[src/rtl/hex_led_pkg.sv]
// hex_led_pkg: shared constants for the seven-segment display controller.
// Register map, CTRL bit positions and the active-high hex segment table.
package hex_led_pkg;

   localparam int MAX_DIGITS = 8;

   localparam logic [1:0] ADDR_VALUE = 2'd0;
   localparam logic [1:0] ADDR_DP    = 2'd1;
   localparam logic [1:0] ADDR_CTRL  = 2'd2;
   localparam logic [1:0] ADDR_BLANK = 2'd3;

   localparam int CTRL_EN       = 0;
   localparam int CTRL_LZS      = 1;
   localparam int CTRL_BLINK    = 2;
   localparam int CTRL_MASK_LSB = 8;

   // Index n holds the pattern for hex digit n; bit 0 = segment a.
   localparam logic [15:0][6:0] SEG_LUT = {
      7'h71, 7'h79, 7'h5E, 7'h39,
      7'h7C, 7'h77, 7'h6F, 7'h7F,
      7'h07, 7'h7D, 7'h6D, 7'h66,
      7'h4F, 7'h5B, 7'h06, 7'h3F
   };

endpackage

[src/rtl/hex_seg7_decode.sv]
// hex_seg7_decode: nibble to active-high segments a..g.
// Ports: nib_i (hex value), seg_o (bit 0 = a ... bit 6 = g).
module hex_seg7_decode
   import hex_led_pkg::*;
(
   input  logic [3:0] nib_i,
   output logic [6:0] seg_o
);

   assign seg_o = SEG_LUT[nib_i];

endmodule

[src/rtl/hex_led_ctrl.sv]
// hex_led_ctrl: register-mapped multi-digit seven-segment controller.
// Ports: iCLOCK/iRESET_N, write/read port (iWR,iRD,iADDR,iDATA,oREADDATA), oHEX.
module hex_led_ctrl
   import hex_led_pkg::*;
#(
   parameter int NUM_DIGITS = 8,
   parameter int BLINK_DIV  = 25000000,
   parameter int ACTIVE_LOW = 1
) (
   input  logic                    iCLOCK,
   input  logic                    iRESET_N,
   input  logic                    iWR,
   input  logic                    iRD,
   input  logic [1:0]              iADDR,
   input  logic [31:0]             iDATA,
   output logic [31:0]             oREADDATA,
   output logic [8*NUM_DIGITS-1:0] oHEX
);

   localparam int ND = NUM_DIGITS;
   localparam int VW = 4 * ND;
   localparam int CW = $clog2(BLINK_DIV);
   localparam logic [CW-1:0] CNT_LAST = CW'(BLINK_DIV - 1);
   localparam logic [7:0] ZERO_HI = {1'b0, SEG_LUT[0]};
   localparam logic [7:0] ZERO_OUT = (ACTIVE_LOW != 0) ? ~ZERO_HI : ZERO_HI;

   logic [VW-1:0]   value_q;
   logic [ND-1:0]   dp_q;
   logic            en_q;
   logic            lzs_q;
   logic            blen_q;
   logic [ND-1:0]   mask_q;
   logic [ND-1:0]   blank_q;
   logic [CW-1:0]   cnt_q, cnt_d;
   logic            phase_q, phase_d;
   logic [31:0]     rdata_q, rdata_d;
   logic [8*ND-1:0] hex_q, hex_d;

   logic            wr_value, wr_dp, wr_ctrl, wr_blank;
   logic [ND-1:0]   tail_zero;
   logic            zacc;
   logic [ND-1:0]   lit;
   logic [6:0]      seg [ND];
   logic [8*ND-1:0] hex_hi;
   logic            unused_data;

   assign unused_data = ^iDATA;

   assign wr_value = iWR && (iADDR == ADDR_VALUE);
   assign wr_dp    = iWR && (iADDR == ADDR_DP);
   assign wr_ctrl  = iWR && (iADDR == ADDR_CTRL);
   assign wr_blank = iWR && (iADDR == ADDR_BLANK);

   always_comb begin
      rdata_d = rdata_q;
      if (iRD) begin
         rdata_d = '0;
         unique case (iADDR)
            ADDR_VALUE: rdata_d[VW-1:0] = value_q;
            ADDR_DP:    rdata_d[ND-1:0] = dp_q;
            ADDR_CTRL: begin
               rdata_d[CTRL_EN]    = en_q;
               rdata_d[CTRL_LZS]   = lzs_q;
               rdata_d[CTRL_BLINK] = blen_q;
               rdata_d[CTRL_MASK_LSB +: ND] = mask_q;
            end
            default:    rdata_d[ND-1:0] = blank_q;
         endcase
      end
   end

   // A CTRL write restarts the blink period from phase 0.
   always_comb begin
      cnt_d   = cnt_q;
      phase_d = phase_q;
      if (wr_ctrl || !blen_q) begin
         cnt_d   = '0;
         phase_d = 1'b0;
      end else if (cnt_q == CNT_LAST) begin
         cnt_d   = '0;
         phase_d = ~phase_q;
      end else begin
         cnt_d = cnt_q + 1'b1;
      end
   end

   // tail_zero[d]: nibbles d..ND-1 are all zero.
   always_comb begin
      tail_zero = '0;
      zacc      = 1'b1;
      for (int d = ND - 1; d >= 0; d--) begin
         zacc = zacc && (value_q[4*d +: 4] == 4'h0);
         tail_zero[d] = zacc;
      end
   end

   for (genvar g = 0; g < ND; g++) begin : g_dec
      hex_seg7_decode u_dec (
         .nib_i (value_q[4*g +: 4]),
         .seg_o (seg[g])
      );
   end

   always_comb begin
      lit    = '0;
      hex_hi = '0;
      for (int d = 0; d < ND; d++) begin
         lit[d] = en_q && !blank_q[d]
                  && !(blen_q && mask_q[d] && phase_q)
                  && !(lzs_q && (d != 0) && tail_zero[d]);
         hex_hi[8*d +: 8] = lit[d] ? {dp_q[d], seg[d]} : 8'h00;
      end
      hex_d = (ACTIVE_LOW != 0) ? ~hex_hi : hex_hi;
   end

   always_ff @(posedge iCLOCK or negedge iRESET_N) begin
      if (!iRESET_N) begin
         value_q <= '0;
         dp_q    <= '0;
         en_q    <= 1'b1;
         lzs_q   <= 1'b0;
         blen_q  <= 1'b0;
         mask_q  <= '0;
         blank_q <= '0;
         cnt_q   <= '0;
         phase_q <= 1'b0;
         rdata_q <= '0;
         hex_q   <= {ND{ZERO_OUT}};
      end else begin
         if (wr_value) value_q <= iDATA[VW-1:0];
         if (wr_dp)    dp_q    <= iDATA[ND-1:0];
         if (wr_ctrl) begin
            en_q   <= iDATA[CTRL_EN];
            lzs_q  <= iDATA[CTRL_LZS];
            blen_q <= iDATA[CTRL_BLINK];
            mask_q <= iDATA[CTRL_MASK_LSB +: ND];
         end
         if (wr_blank) blank_q <= iDATA[ND-1:0];
         cnt_q   <= cnt_d;
         phase_q <= phase_d;
         rdata_q <= rdata_d;
         hex_q   <= hex_d;
      end
   end

   assign oREADDATA = rdata_q;
   assign oHEX      = hex_q;

endmodule

[config.mk]
export PLATFORM = sky130hd
export DESIGN_NAME = hex_led_ctrl
export DESIGN_NICKNAME = d
export VERILOG_FILES = /design/src/rtl/hex_led_pkg.sv /design/src/rtl/hex_seg7_decode.sv /design/src/rtl/hex_led_ctrl.sv
export SDC_FILE = /design/constraint.sdc
export NUM_CORES = 1
export LEC_CHECK = 0
export CAP_MARGIN = 0
export CORE_ASPECT_RATIO = 1.5
export CORE_MARGIN = 1.5
export CORE_UTILIZATION = 35
export DETAILED_ROUTE_END_ITERATION = 7
export SLEW_MARGIN = 15
export SYNTH_ARGS = -nofsm -noshare
export SYNTH_HDL_FRONTEND = slang
export SYNTH_HIERARCHICAL = 1
export SYNTH_SLANG_ARGS = --single-unit
[constraint.sdc]
create_clock -name iCLOCK -period 2.6 [get_ports iCLOCK]
set_input_delay 0.52 -clock iCLOCK [delete_from_list [all_inputs] [get_ports iCLOCK]]
set_output_delay 0.52 -clock iCLOCK [all_outputs]
set_load 0.02 [all_outputs]
**Clock wires, drivers and flops**

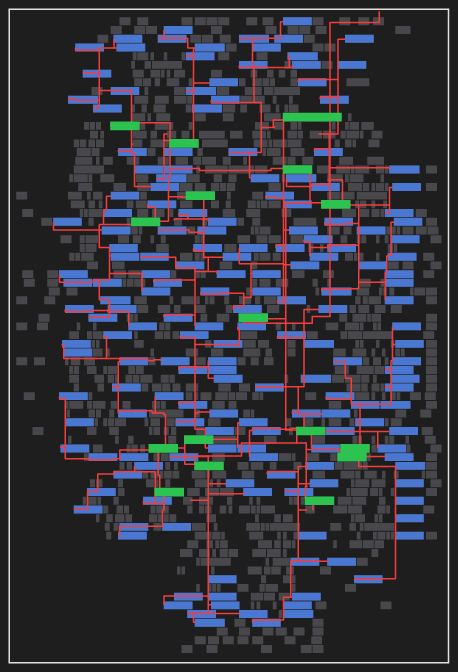
legend:
  clock wires:
    color: red
    length: 2360 um
  clock-net drivers:
    color: green
    count: 17
  flip-flops:
    color: blue
    count: 181
routed clock nets: 18

**Clock routing**

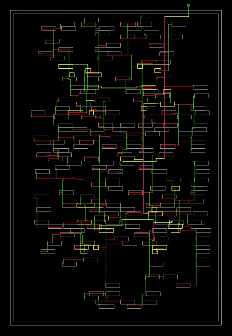
clock sink total: 181
CTS buffer count: 17
clkbuf count: 19
Late-Pin Clk Latency: 0.43 ns

**Drive-strength map**

Scale bar: 50 um.
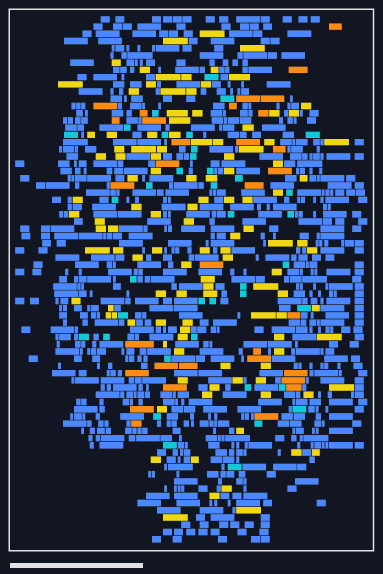
legend:
  x2:
    color: yellow
    cells: 116
  x6 and larger:
    color: orange
    cells: 32
  x3 and x4:
    color: cyan
    cells: 38
  x1 and smaller:
    color: blue
    cells: 811

==> results.tsv <==
stage	metric	value	unit
synthesis	Cells after Synth	839	
global_route	Global Route Usage Sum	16.9	%
final_timing	Final Setup Violations	0	
final_layout	clk tree area frac	5.05	%
global_route	met2 Usage GRT	29.7	%
route	top sig layer	met4	
pwr	Pint	6.05	mW
route	met2 wire len	11.9	mm
die	Placement Rows	73	
run_status	outcome	finished clean	
cts	CTS tree	done	
flow_run	Max Cap Viol	0	
pwr	combinational share of power	29.9	%
die	floorplan utilization	35.5	%
final_timing	Final Slew Violations	0	
cts	CTS Hold Buffers Added	0	
final_timing	Clock Skew	0.0144	ns
global_route	pin count of the biggest net entering global routing	78	
final_layout	largest cell class by area	flip-flops and latches	
placed_design	Post-DP Area	11200	sq um
synthesis	FFs w/ async S/R, synth	100	%
==> metrics by stage <==
| step | power (mW) | utilization [%] |
|---|---|---|
| 4_1_cts | 9.10 | 44.7 |
| 3_5_place_dp | 6.46 | 42.4 |
| 5_1_grt | 9.50 | 44.7 |
| 3_3_place_gp | 6.43 | 42.4 |
| 2_1_floorplan | 5.35 | - |
| 6_report | 9.00 | 44.7 |
==> critical path: stages (launching register included) <==
cell and delay (ns):
dfrtp_1 0.46, nor4_1 0.54, and4_1 0.45, nand3_1 0.36
nand3_1 0.25
==> flip-flops by register name, indices dropped and copies added (netlist names) <==
register   cells
oHEX          64
oREADDATA     32
cnt_q         25
blen_q         1
phase_q        1
blank_q        8
value_q       32
mask_q         8
en_q           1
lzs_q          1
dp_q           8
==> worst paths after layout <==
kind                              from        to  slack [ns]  depth (start not counted)
hold / removal                iRESET_N  oHEX[34]        0.13                          1
min in group iCLOCK            dp_q[4]  oHEX[39]        0.43                          1
max in group asynchronous     iRESET_N  oHEX[31]        1.76                          2
hold reg to reg                dp_q[4]  oHEX[39]        0.43                          1
setup / recovery           value_q[28]  oHEX[23]        0.47                          4
setup reg to reg           value_q[28]  oHEX[23]        0.47                          4
==> cells by family after synthesis <==
family | synth area share [%]
multiplexers | 16.3
AND/OR/NAND/NOR | 12.8
buffers and inverters | 5.35
flip-flops | 48.5
adder cells (fa/ha/maj) | 7.61
XOR/XNOR | 1.03
AND-OR/OR-AND | 8.34
==> power groups by stage <==
stage               Clock [mW]  Sequential, mW  Combinational [mW]
finish                    2.62            3.69                2.69
global route              2.80            3.76                2.94
CTS                       2.67            3.69                2.73
detailed placement           0            3.75                2.71
global placement             0            3.74                2.69
floorplan                    0            3.94                1.41
No activity file was given, so power comes from the tool's default toggle rates.
